--- config.mk ---
export PLATFORM = sky130hd
export DESIGN_NAME = bg_trim_seq
export DESIGN_NICKNAME = d
export VERILOG_FILES = /design/src/rtl/bg_trim_seq.sv
export SDC_FILE = /design/constraint.sdc
export NUM_CORES = 1
export LEC_CHECK = 0
export CAP_MARGIN = 20
export CORE_ASPECT_RATIO = 0.8
export CORE_MARGIN = 5
export CORE_UTILIZATION = 54
export CTS_CLUSTER_DIAMETER = 150
export DETAILED_ROUTE_END_ITERATION = 10
export PLACE_DENSITY = 0.86
export SLEW_MARGIN = 15
export SYNTH_ARGS = -nofsm -noshare
export SYNTH_HDL_FRONTEND = slang
export SYNTH_SLANG_ARGS = --single-unit
--- constraint.sdc ---
create_clock -name clk -period 4.7 [get_ports clk]
set_input_delay 0.705 -clock clk [delete_from_list [all_inputs] [get_ports clk]]
set_output_delay 0.705 -clock clk [all_outputs]
set_load 0.01 [all_outputs]
--- src/rtl/bg_trim_seq.sv ---
// Bandgap core control sequencer: power-up, settle, two-phase diode-ratio sampling
// conversions with non-overlapping cap switching, and optional SAR trim of the fine IDAC code.
module bg_trim_seq #(
    parameter int unsigned IDAC_W     = 8,
    parameter int unsigned NDIODE     = 8,
    parameter int unsigned NCH        = 4,
    parameter int unsigned SETTLE_CYC = 64,
    parameter int unsigned PHASE_CYC  = 16,
    parameter int unsigned NOVL_CYC   = 2
) (
    input  logic              clk,
    input  logic              reset_n,
    input  logic              en,
    input  logic              start,
    input  logic              trim_en,
    input  logic              chop_en,
    input  logic              cmp,
    input  logic [IDAC_W-1:0] idac_coarse_cfg,
    input  logic [IDAC_W-1:0] idac_fine_cfg,
    input  logic [NCH-1:0]    out_sel_n_cfg,
    input  logic [NDIODE-1:0] diode_n_cfg,
    output logic              pwrup,
    output logic [IDAC_W-1:0] idac_fine,
    output logic [IDAC_W-1:0] idac_coarse,
    output logic [NCH-1:0]    idac_out_sel_n,
    output logic [NDIODE-1:0] diode_sel,
    output logic              res_stable_sel,
    output logic              res_ptat_en_n,
    output logic [1:0]        c1,
    output logic [1:0]        c2,
    output logic              busy,
    output logic              done,
    output logic [IDAC_W-1:0] trim_code
);

    localparam logic [3:0] IDLE   = 4'd0;
    localparam logic [3:0] SETTLE = 4'd1;
    localparam logic [3:0] S1     = 4'd2;
    localparam logic [3:0] G1     = 4'd3;
    localparam logic [3:0] S2     = 4'd4;
    localparam logic [3:0] G2     = 4'd5;
    localparam logic [3:0] HOLD   = 4'd6;
    localparam logic [3:0] G3     = 4'd7;
    localparam logic [3:0] DONE   = 4'd8;
    localparam logic [3:0] READY  = 4'd9;

    localparam int unsigned MAX_A   = (SETTLE_CYC > PHASE_CYC) ? SETTLE_CYC : PHASE_CYC;
    localparam int unsigned MAX_LEN = (MAX_A > NOVL_CYC) ? MAX_A : NOVL_CYC;
    localparam int unsigned CNT_W   = $clog2(MAX_LEN + 1);
    localparam int unsigned KW      = $clog2(IDAC_W + 1);
    localparam logic [IDAC_W-1:0] MSB = IDAC_W'(1) << (IDAC_W - 1);

    logic [3:0]        state, state_nx;
    logic [CNT_W-1:0]  cnt, cnt_last;
    logic [KW-1:0]     k;
    logic [IDAC_W-1:0] work;
    logic [IDAC_W-1:0] coarse_q, fine_q;
    logic [NCH-1:0]    sel_n_q;
    logic [NDIODE-1:0] diode_n_q;
    logic              trim_q, chop_q;
    logic              phase_end, conv_last, swap, eff_cmp, cfg_load;

    assign swap      = chop_q & k[0];
    assign eff_cmp   = cmp ^ swap;
    assign phase_end = (cnt == cnt_last);
    assign conv_last = trim_q ? (k == KW'(IDAC_W - 1)) : 1'b1;
    assign cfg_load  = en & ((state == IDLE && start) || state == SETTLE || (state == READY && start));

    always_comb begin
        cnt_last = '0;
        case (state)
            SETTLE:         cnt_last = CNT_W'(SETTLE_CYC - 1);
            S1, S2, HOLD:   cnt_last = CNT_W'(PHASE_CYC - 1);
            G1, G2, G3:     cnt_last = CNT_W'(NOVL_CYC - 1);
            default:        cnt_last = '0;
        endcase
    end

    always_comb begin
        state_nx = state;
        case (state)
            IDLE:    if (start) state_nx = SETTLE;
            SETTLE:  if (phase_end) state_nx = S1;
            S1:      if (phase_end) state_nx = G1;
            G1:      if (phase_end) state_nx = S2;
            S2:      if (phase_end) state_nx = G2;
            G2:      if (phase_end) state_nx = HOLD;
            HOLD:    if (phase_end) state_nx = G3;
            G3:      if (phase_end) state_nx = conv_last ? DONE : S1;
            DONE:    state_nx = READY;
            READY:   if (start) state_nx = S1;
            default: state_nx = IDLE;
        endcase
        if (!en) state_nx = IDLE;
    end

    always_ff @(posedge clk) begin
        if (!reset_n) begin
            state     <= IDLE;
            cnt       <= '0;
            k         <= '0;
            work      <= '0;
            trim_code <= '0;
            coarse_q  <= '0;
            fine_q    <= '0;
            sel_n_q   <= '1;
            diode_n_q <= '0;
            trim_q    <= 1'b0;
            chop_q    <= 1'b0;
        end else begin
            state <= state_nx;
            cnt   <= (state_nx != state) ? '0 : cnt + CNT_W'(1);
            if (cfg_load) begin
                coarse_q  <= idac_coarse_cfg;
                fine_q    <= idac_fine_cfg;
                sel_n_q   <= out_sel_n_cfg;
                diode_n_q <= diode_n_cfg;
                trim_q    <= trim_en;
                chop_q    <= chop_en;
            end
            // SAR: set the trial bit on S1 entry, clear it on G3 entry if the comparator says too high
            if (state_nx == S1 && state != S1) begin
                if (state == G3) begin
                    k    <= k + KW'(1);
                    work <= work | (MSB >> (k + KW'(1)));
                end else begin
                    k    <= '0;
                    work <= MSB;
                end
            end else if (state == HOLD && state_nx == G3 && !eff_cmp) begin
                work <= work & ~(MSB >> k);
            end
            if (state_nx == DONE && state != DONE)
                trim_code <= trim_q ? work : fine_q;
        end
    end

    always_comb begin
        pwrup          = 1'b0;
        idac_fine      = '0;
        idac_coarse    = '0;
        idac_out_sel_n = '1;
        diode_sel      = '0;
        res_stable_sel = 1'b0;
        res_ptat_en_n  = 1'b1;
        c1             = 2'b00;
        c2             = 2'b00;
        busy           = 1'b0;
        done           = 1'b0;
        if (state != IDLE) begin
            pwrup          = 1'b1;
            res_ptat_en_n  = 1'b0;
            res_stable_sel = (state != SETTLE);
            idac_coarse    = coarse_q;
            idac_out_sel_n = sel_n_q;
            idac_fine      = trim_q ? work : fine_q;
        end
        case (state)
            SETTLE: busy = 1'b1;
            S1: begin
                busy      = 1'b1;
                diode_sel = NDIODE'(1);
                if (swap) c2 = 2'b01;
                else      c1 = 2'b01;
            end
            G1: begin
                busy      = 1'b1;
                diode_sel = NDIODE'(1);
            end
            S2: begin
                busy      = 1'b1;
                diode_sel = diode_n_q;
                if (swap) c1 = 2'b01;
                else      c2 = 2'b01;
            end
            HOLD: begin
                busy      = 1'b1;
                diode_sel = diode_n_q;
                c1        = 2'b10;
                c2        = 2'b10;
            end
            G2, G3: begin
                busy      = 1'b1;
                diode_sel = diode_n_q;
            end
            DONE: begin
                done      = 1'b1;
                idac_fine = trim_code;
            end
            READY: idac_fine = trim_code;
            default: ;
        endcase
    end

endmodule
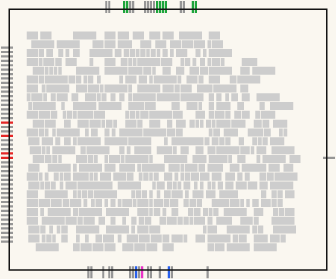
(images/pinout.png)
Pins as bars across the die edge, other pins in grey.
legend:
  `c1`:
    colour: blue
    pins: 2
    direction: output
    edge: bottom
  `idac_out_sel_n`:
    colour: red
    pins: 4
    direction: output
    edge: left
  `en`:
    colour: magenta
    pins: 1
    direction: input
    edge: bottom
  `trim_code`:
    colour: green
    pins: 8
    direction: output
    edge: top
all pins by edge: 45 left, 18 top, 16 bottom, 1 right

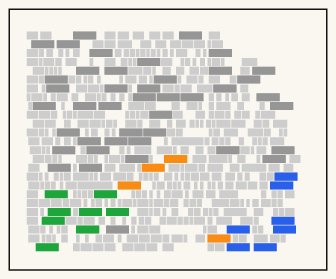
(images/ff_map.png)
Other sequential cells in the stronger grey, the rest of the logic in the fainter grey.
legend:
  `state`:
    colour: orange
    placed_flops: 4
  `cnt`:
    colour: blue
    placed_flops: 7
    where: lower right
  `diode_n_q`:
    colour: green
    placed_flops: 8
    where: lower left
not coloured: 42

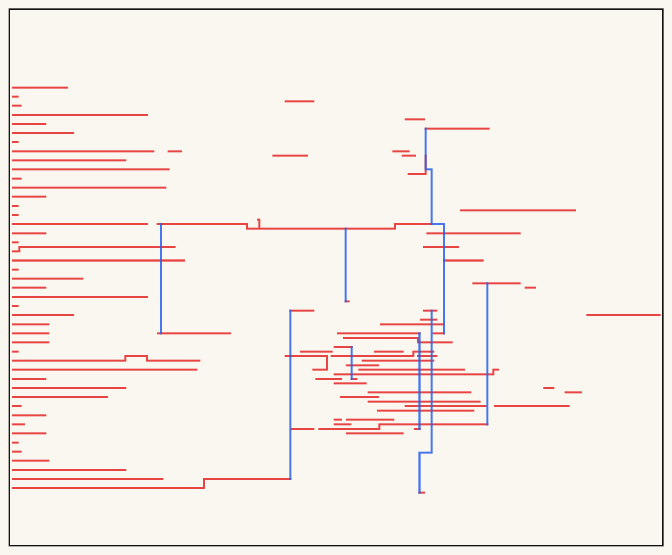
(images/layers.png)
Two of the layers only.
legend:
  M3:
    colour: red
    wire_length: 894 um
  M4:
    colour: blue
    wire_length: 155 um

==> impl_metrics.toml <==
# yosys + openroad results
[logic_synthesis]
async_flop_share_pct = 0
ys_sh_adder_pct = 3.03
ys_sh_mux_pct = 3.64
ys_seq_share_pct = 37.0
ys_cells = 415
synthTopCellsByCount = "88 x nand2_1, 61 x dfxtp_1, 37 x a21oi_1"
syn_area_per_cell_sq_um = 7.95
topCombFamilyByArea = "simple AND/OR/NAND/NOR gates"
synth_area_leader_cell = "dfxtp_1"
synthSimpleGateAreaFrac_pct = 28.7
ys_sh_xor_pct = 2.65
syn_area_sq_um = 3300
edf_count = 0
yosys_warnings = 0
yosys_area_sq_um = 3300

[timing]
layout_min_cycle_time_ns = 3.56
tns_ns = 0
drv_slew = 0
setup_ws_ns = 1.14
slew_headroom_pct = 34.0
skew_ns = 0.0111

[power_and_ir_drop]
switching_share_pct = 35.8
powerDensity_nw_per_um2 = 361
p_switching_uw = 558
vdd_ir_drop_max_mv = 0.243

[critical_path]
cp_num_cells = 5
path_max_fanout = 18
cp_cell_sequence = "clkinv_1 -> nor2_1 -> nand2_1 -> o21ai_0 -> clkdlybuf4s50_1"
reg2reg_to = "cnt[5]"
critical_path_required_ns = 3.99
crit_path_max_incr_delay_ns = 0.71
crit_path_end_kind = "primary output"
worstSetupPathType = "register to primary output"
worstSetupStartpointType = "register"
cp_slowest_cell = "dfxtp_1"
reg2regPathDepth = 7

[cts]
clkSlewWorstSetupHoldPaths_ns = 0.08
cts_sinks = 61
clk_latency_ns = 0.35
postCtsResizedCells = 0

[place]
port_buffers = 79
dp_hpwl_um = 6380
routabilityCongestion = 0.949

[die]
fp.dieW_um = 97.4
fp_util_pct = 55.8
core_area_sq_um = 5910
die_h_um = 79.9
die-area_sq_um = 7790

[grt]
grtUsageTotal_pct = 23.3
grt_max_degree = 42
antenna_found_initial = 0
grt.overflow.total = 0

[hold_path]
hp-class = "register to register"
holdPathEnd = "coarse_q[5]"
min-delay-start = "coarse_q[5]"
min_path_cells = 2

[cells_and_area]
largest_class = "logic gates"
fin_nets = 527
mostFrequentLayoutCells = "88 x nand2_1, 79 x clkdlybuf4s50_1, 61 x dfxtp_1, 37 x a21oi_1, 21 x nand3_1"
num-multi-input-gates = 320
seqCellArea_sq_um = 1220
n_all_buffers = 82
finalInstanceArea_sq_um = 4320
syn_to_final_growth_pct = 30.7
final-clk-cell-share_pct = 4.76
fin_util_pct = 73.0
final_cells = 570
comb-cell-share_pct = 44.6
layout.cells.most_common = "nand2_1"

[run_status]
status = "completed"

[routing]
first_pass_iters = 5
via_count = 3280
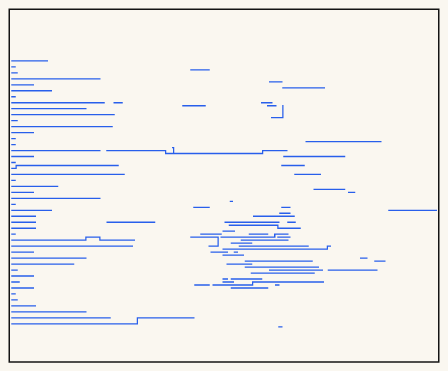
(images/m3.png)
nets with wire on the layer: 84
longest straight run: 28.5 um

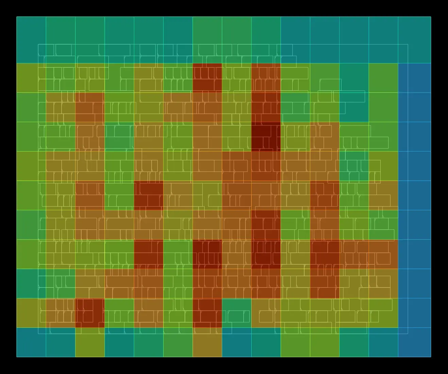
(images/congestion_map.png)
wire per inst: 16.0 um
routing usage on met3: 8.73%
GRT Max-Usage Layer: met2
met1 usage: 29.3%

power groups by stage:
stage                     sequential [mW]  combinational (mW)  clock (mW)
after detailed placement            0.613               0.455           0
after floorplan                     0.590               0.324           0
after global placement              0.611               0.448           0
final                               0.602               0.470       0.488
after global routing                0.610               0.511       0.517
after CTS                           0.601               0.459       0.490
worst reg2reg max path, stage by stage (launching register included):
cell and delay [ns]:
dfxtp_1 0.68, nor4b_2 0.44, mux2i_1 0.58, a21oi_4 0.09
a32oi_1 0.47, nor3_1 0.10, o211ai_1 0.54, nor3_1 0.13
metal layers:
metal  vias up  wire, um
met3        19       894
met2       147      4140
met1      1517      3910
met4         0       154
met5         -         0
li1       1597         -
Power figures rest on the tool's default switching activity, not on a simulated workload.
